[config.mk]
export PLATFORM = sky130hd
export DESIGN_NAME = video_generator_chunk_source
export DESIGN_NICKNAME = d
export VERILOG_FILES = /design/src/rtl/video_generator_chunk_source.sv
export SDC_FILE = /design/constraint.sdc
export NUM_CORES = 1
export LEC_CHECK = 0
export CAP_MARGIN = 20
export CORE_MARGIN = 10
export CORE_UTILIZATION = 60
export DETAILED_ROUTE_END_ITERATION = 6
export GPL_TIMING_DRIVEN = 0
export HOLD_SLACK_MARGIN = 0.03
export PLACE_DENSITY_LB_ADDON = 0.3
export SLEW_MARGIN = 10
export SYNTH_ARGS = -nofsm -noshare
export SYNTH_HDL_FRONTEND = slang
export SYNTH_SLANG_ARGS = --single-unit
[constraint.sdc]
create_clock -name scalerClock -period 8.1 [get_ports scalerClock]
set_clock_uncertainty 0.15 [all_clocks]
set_input_delay 1.215 -clock scalerClock [delete_from_list [all_inputs] [get_ports scalerClock]]
set_output_delay 1.215 -clock scalerClock [all_outputs]
set_load 0.03 [all_outputs]
[src/rtl/video_generator_chunk_source.sv]
`default_nettype none
// ============================================================================
// video_generator_chunk_source - serves {vPos, chunkNum} chunk requests from
// a pixel generator with credit-limited issue. Option: VIDEO_GEN_SOURCE_STATS_EN
// Revision: 1.0
// ============================================================================
module video_generator_chunk_source #(
  parameter int CHUNK_BITS    = 5,
  parameter int HACTIVE_BITS  = 11,
  parameter int VACTIVE_BITS  = 11,
  parameter int PIXEL_FORMAT  = 0,
  parameter int BUF_ADDR_BITS = 3,
  localparam int CHUNKNUM_BITS = HACTIVE_BITS - CHUNK_BITS,
  localparam int REQUEST_BITS  = VACTIVE_BITS + CHUNKNUM_BITS,
  localparam int BPP           = (PIXEL_FORMAT == 1) ? 24 : 16
) (
  input  logic                    scalerClock,
  input  logic                    reset,
  output logic                    requestFifoReadEnable,
  input  logic                    requestFifoEmpty,
  input  logic [REQUEST_BITS-1:0] requestFifoReadData,
  output logic                    responseFifoWriteEnable,
  input  logic                    responseFifoFull,
  output logic [BPP-1:0]          responseFifoWriteData,
  output logic [HACTIVE_BITS-1:0] hPos,
  output logic [VACTIVE_BITS-1:0] vPos,
  output logic                    dataEnable,
  input  logic [7:0]              r,
  input  logic [7:0]              g,
  input  logic [7:0]              b,
  input  logic                    dataEnableDelayed,
  output logic                    busy,
`ifdef VIDEO_GEN_SOURCE_STATS_EN
  output logic [15:0]             chunksServed,
  output logic [15:0]             stallCycles,
`endif
  output logic                    overflowError
);

  localparam int DEPTH = 1 << BUF_ADDR_BITS;
  localparam logic [BUF_ADDR_BITS:0] DEPTH_CREDITS = (BUF_ADDR_BITS+1)'(DEPTH);
  localparam logic [CHUNK_BITS-1:0] CHUNK_LAST = '1;

  typedef enum logic [1:0] {
    IDLE  = 2'd0,
    READ  = 2'd1,
    LATCH = 2'd2,
    ISSUE = 2'd3
  } state_t;

  state_t                  state;
  state_t                  state_next;
  logic [REQUEST_BITS-1:0] req_reg;
  logic [CHUNK_BITS-1:0]   pixel_count;
  logic [BUF_ADDR_BITS:0]  outstanding;
  logic                    credit_ok;
  logic                    issue;
  logic                    latch_req;

  logic [BPP-1:0]          mem [DEPTH];
  logic [BUF_ADDR_BITS:0]  wr_ptr;
  logic [BUF_ADDR_BITS:0]  rd_ptr;
  logic                    buf_empty;
  logic                    buf_full;
  logic                    buf_write;
  logic                    buf_read;
  logic [BPP-1:0]          packed_pixel;

  assign credit_ok = (outstanding < DEPTH_CREDITS);

  always_ff @(posedge scalerClock or posedge reset) begin
    if (reset) begin
      state <= IDLE;
    end else begin
      state <= state_next;
    end
  end

  always_comb begin
    state_next            = state;
    issue                 = 1'b0;
    latch_req             = 1'b0;
    requestFifoReadEnable = 1'b0;
    case (state)
      IDLE: begin
        if (!requestFifoEmpty) begin
          state_next = READ;
        end
      end
      READ: begin
        requestFifoReadEnable = 1'b1;
        state_next            = LATCH;
      end
      LATCH: begin
        latch_req  = 1'b1;
        state_next = ISSUE;
      end
      ISSUE: begin
        if (credit_ok) begin
          issue = 1'b1;
          if (pixel_count == CHUNK_LAST) begin
            state_next = requestFifoEmpty ? IDLE : READ;
          end
        end
      end
      default: state_next = IDLE;
    endcase
  end

  // Position outputs are forced to zero whenever no pixel is being issued.
  assign dataEnable = issue;
  assign hPos = issue ? {req_reg[CHUNKNUM_BITS-1:0], pixel_count} : '0;
  assign vPos = issue ? req_reg[REQUEST_BITS-1:CHUNKNUM_BITS] : '0;

  always_ff @(posedge scalerClock or posedge reset) begin
    if (reset) begin
      req_reg     <= '0;
      pixel_count <= '0;
    end else begin
      if (latch_req) begin
        req_reg     <= requestFifoReadData;
        pixel_count <= '0;
      end else if (issue) begin
        pixel_count <= pixel_count + 1'b1;
      end
    end
  end

  // Credits track pixels issued to the generator but not yet popped from the buffer.
  always_ff @(posedge scalerClock or posedge reset) begin
    if (reset) begin
      outstanding <= '0;
    end else begin
      case ({issue, buf_read})
        2'b10:   outstanding <= outstanding + 1'b1;
        2'b01:   outstanding <= outstanding - 1'b1;
        default: outstanding <= outstanding;
      endcase
    end
  end

  generate
    if (PIXEL_FORMAT == 1) begin : g_rgb888
      assign packed_pixel = {r, g, b};
    end else begin : g_rgb565
      logic [4:0] r5;
      logic [5:0] g6;
      logic [4:0] b5;
      assign r5 = (&r[7:3]) ? r[7:3] : 5'((r + 8'd4) >> 3);
      assign g6 = (&g[7:2]) ? g[7:2] : 6'((g + 8'd2) >> 2);
      assign b5 = (&b[7:3]) ? b[7:3] : 5'((b + 8'd4) >> 3);
      assign packed_pixel = {r5, g6, b5};
    end
  endgenerate

  assign buf_empty = (wr_ptr == rd_ptr);
  assign buf_full  = (wr_ptr[BUF_ADDR_BITS] != rd_ptr[BUF_ADDR_BITS]) &&
                     (wr_ptr[BUF_ADDR_BITS-1:0] == rd_ptr[BUF_ADDR_BITS-1:0]);
  assign buf_write = dataEnableDelayed && !buf_full;
  assign buf_read  = !buf_empty && !responseFifoFull;

  always_ff @(posedge scalerClock) begin
    if (buf_write) begin
      mem[wr_ptr[BUF_ADDR_BITS-1:0]] <= packed_pixel;
    end
  end

  always_ff @(posedge scalerClock or posedge reset) begin
    if (reset) begin
      wr_ptr                  <= '0;
      rd_ptr                  <= '0;
      responseFifoWriteEnable <= 1'b0;
      responseFifoWriteData   <= '0;
      overflowError           <= 1'b0;
    end else begin
      if (buf_write) begin
        wr_ptr <= wr_ptr + 1'b1;
      end
      if (buf_read) begin
        rd_ptr                <= rd_ptr + 1'b1;
        responseFifoWriteData <= mem[rd_ptr[BUF_ADDR_BITS-1:0]];
      end
      responseFifoWriteEnable <= buf_read;
      if (dataEnableDelayed && buf_full) begin
        overflowError <= 1'b1;
      end
    end
  end

  // Busy also covers the final registered push after the last pop.
  assign busy = (state != IDLE) || (outstanding != '0) || responseFifoWriteEnable;

`ifdef VIDEO_GEN_SOURCE_STATS_EN
  logic [CHUNK_BITS-1:0] out_count;

  always_ff @(posedge scalerClock or posedge reset) begin
    if (reset) begin
      out_count    <= '0;
      chunksServed <= '0;
      stallCycles  <= '0;
    end else begin
      if (responseFifoWriteEnable) begin
        out_count <= out_count + 1'b1;
        if (&out_count) begin
          chunksServed <= chunksServed + 16'd1;
        end
      end
      if ((state == ISSUE) && !credit_ok && (stallCycles != 16'hFFFF)) begin
        stallCycles <= stallCycles + 16'd1;
      end
    end
  end
`else
  // Statistics counters are not built in this configuration.
`endif

endmodule
`default_nettype wire

Metal 1:
Drawn at 3 px/um. Supply wires on this layer in gray.
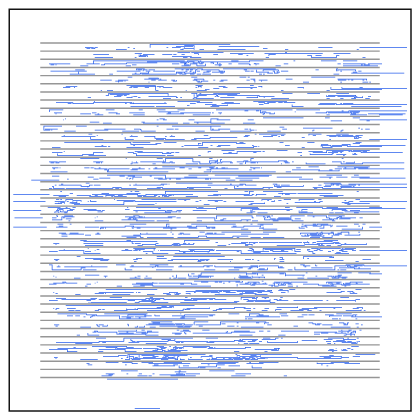
share of all routed wire: 40%
longest straight run: 42.8 um
main direction: horizontal
wire length on this layer: 6,550 um

Met2 routing:
Drawn at 2 px/um. Cells faint in the background.
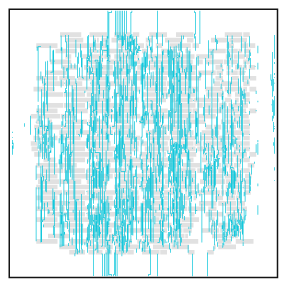
share of all routed wire: 51%
longest straight run: 72.6 um
nets with wire on the layer: 575
main direction: vertical
wire length on this layer: 8,470 um

Met3 routing:
Drawn at 3 px/um.
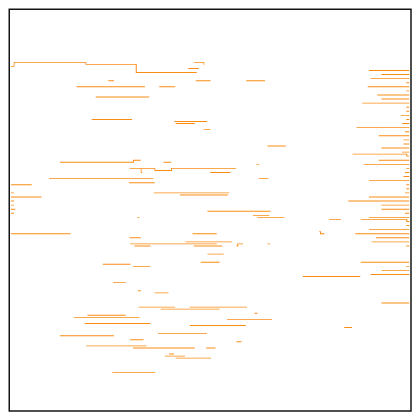
main direction: horizontal
nets with wire on the layer: 100
share of all routed wire: 7.1%
wire length on this layer: 1,170 um
longest straight run: 34.5 um

==> out/results.tsv <==
metric	value	unit
gp_congestion	0.760	
wirelength	16.5	mm
fin_ws	3.93	ns
power.leakage	3.43	nW
ff_type	edfxtp_1	
ant_nets	0	
die_h	133	um
ir_worst_vdd	0.204	mV
hold_violations	0	
largest_reg_flops	128	
grt_pass1_vias	4757	
fin_nets	639	
yosysCellCount	466	
cpMaxStageDelayCell	clkdlybuf4s50_1	
cp_max_fo	10	
setup_viol	0	
cts_buffers	17	
worstMarginPinSlew	1.01	ns
start_kind	register	
drv_cap	0	
drc	0	
power_frac_comb	0.386	
cpLargestDelayFamily	buffers and inverters	
critical_path_arrival	2.81	ns
clk_path_buf_depth	2	
critPathRequiredTime	6.73	ns
cts_root_buf	clkbuf_16	
outcome	finished, final reports clean	
synth_flop_count	182	
seqPwrFrac	0.386	
syn_area_per_cell	16.6	um2
pin_count	89	
placed_area	8890	um2
clkPwrFrac	0.228	
final_layout_top_logic_cells	edfxtp_1, clkdlybuf4s50_1, dfrtp_1	
final_util	0.751	
Metal 4:
Drawn at 3 px/um. Supply wires on this layer in gray.
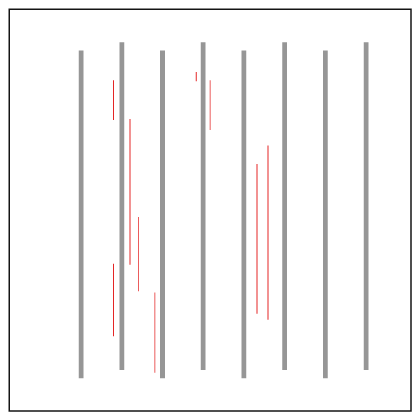
wire length on this layer: 263 um
share of all routed wire: 1.6%

Cell outlines without signal wires:
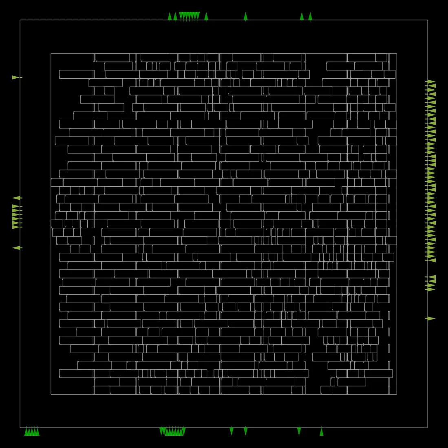
Filler Cells Inserted: 782
Layout Cells excl Fill: 762
area of the core: 12,600 um2

[worst paths after layout]
path,endpoint,startpoint,depth (start not counted),slack (ns)
min reg2reg,overflowError,overflowError,2,0.34
min,overflowError,overflowError,2,0.34
max reg2reg,outstanding[3],rd_ptr[1],9,4.88
min in group asynchronous,responseFifoWriteData[13],reset,2,0.95
max in group asynchronous,responseFifoWriteData[10],reset,3,6.31
max,hPos[8],state[1],6,3.93
[layer usage]
metal  global-route usage  routed length (um)  vias up
li1                     -                   -     2006
met3               0.0560                1170       23
met5                    0                   0        -
met1                0.231                6550     2260
met4               0.0653                 262        0
met2                0.329                8470      186
[cell usage after synthesis, drive strengths merged, types with 2 or more instances]
cell type	number	area (um2)
o21a	2	15.0
a41oi	4	53.8
nor2b	3	18.8
and2	24	150
dfrtp	54	1350
nand3	5	25.0
xor2	7	61.3
mux2	19	214
nor4	2	12.5
nor3	4	36.3
and3	2	12.5
inv	13	48.8
nand2	13	48.8
mux4	32	721
a41o	5	51.3
nand2b	6	45.0
a21oi	22	110
mux2i	17	170
nor2	26	97.6
a31oi	6	37.5
a21boi	4	30.0
ha	15	188
clkbuf	8	31.3
buf	12	80.1
o21ai	5	25.0
xnor2	12	105
nand4	4	25.0
edfxtp	128	3840
[logic make-up after synthesis]
group / Yosys count / synth area share
AOI/OAI and AO/OA: 52 / 0.0461
xor gates and xnor gates: 19 / 0.0216
adders and majority gates: 16 / 0.0269
buffers and inverters: 33 / 0.0208
DFF: 182 / 0.673
muxes: 68 / 0.143
and+or+nand+nor: 96 / 0.0680
[layout make-up]
class                           instances  area, um2
Buffer                                 20        111
Multi-Input combinational cell        251       2380
Clock buffer                           17        425
Inverter                               13       48.8
Fill cell                             782       3150
Clock inverter                         15        155
Timing Repair Buffer                   92        941
Sequential cell                       182       5190
Tap cell                              172        215
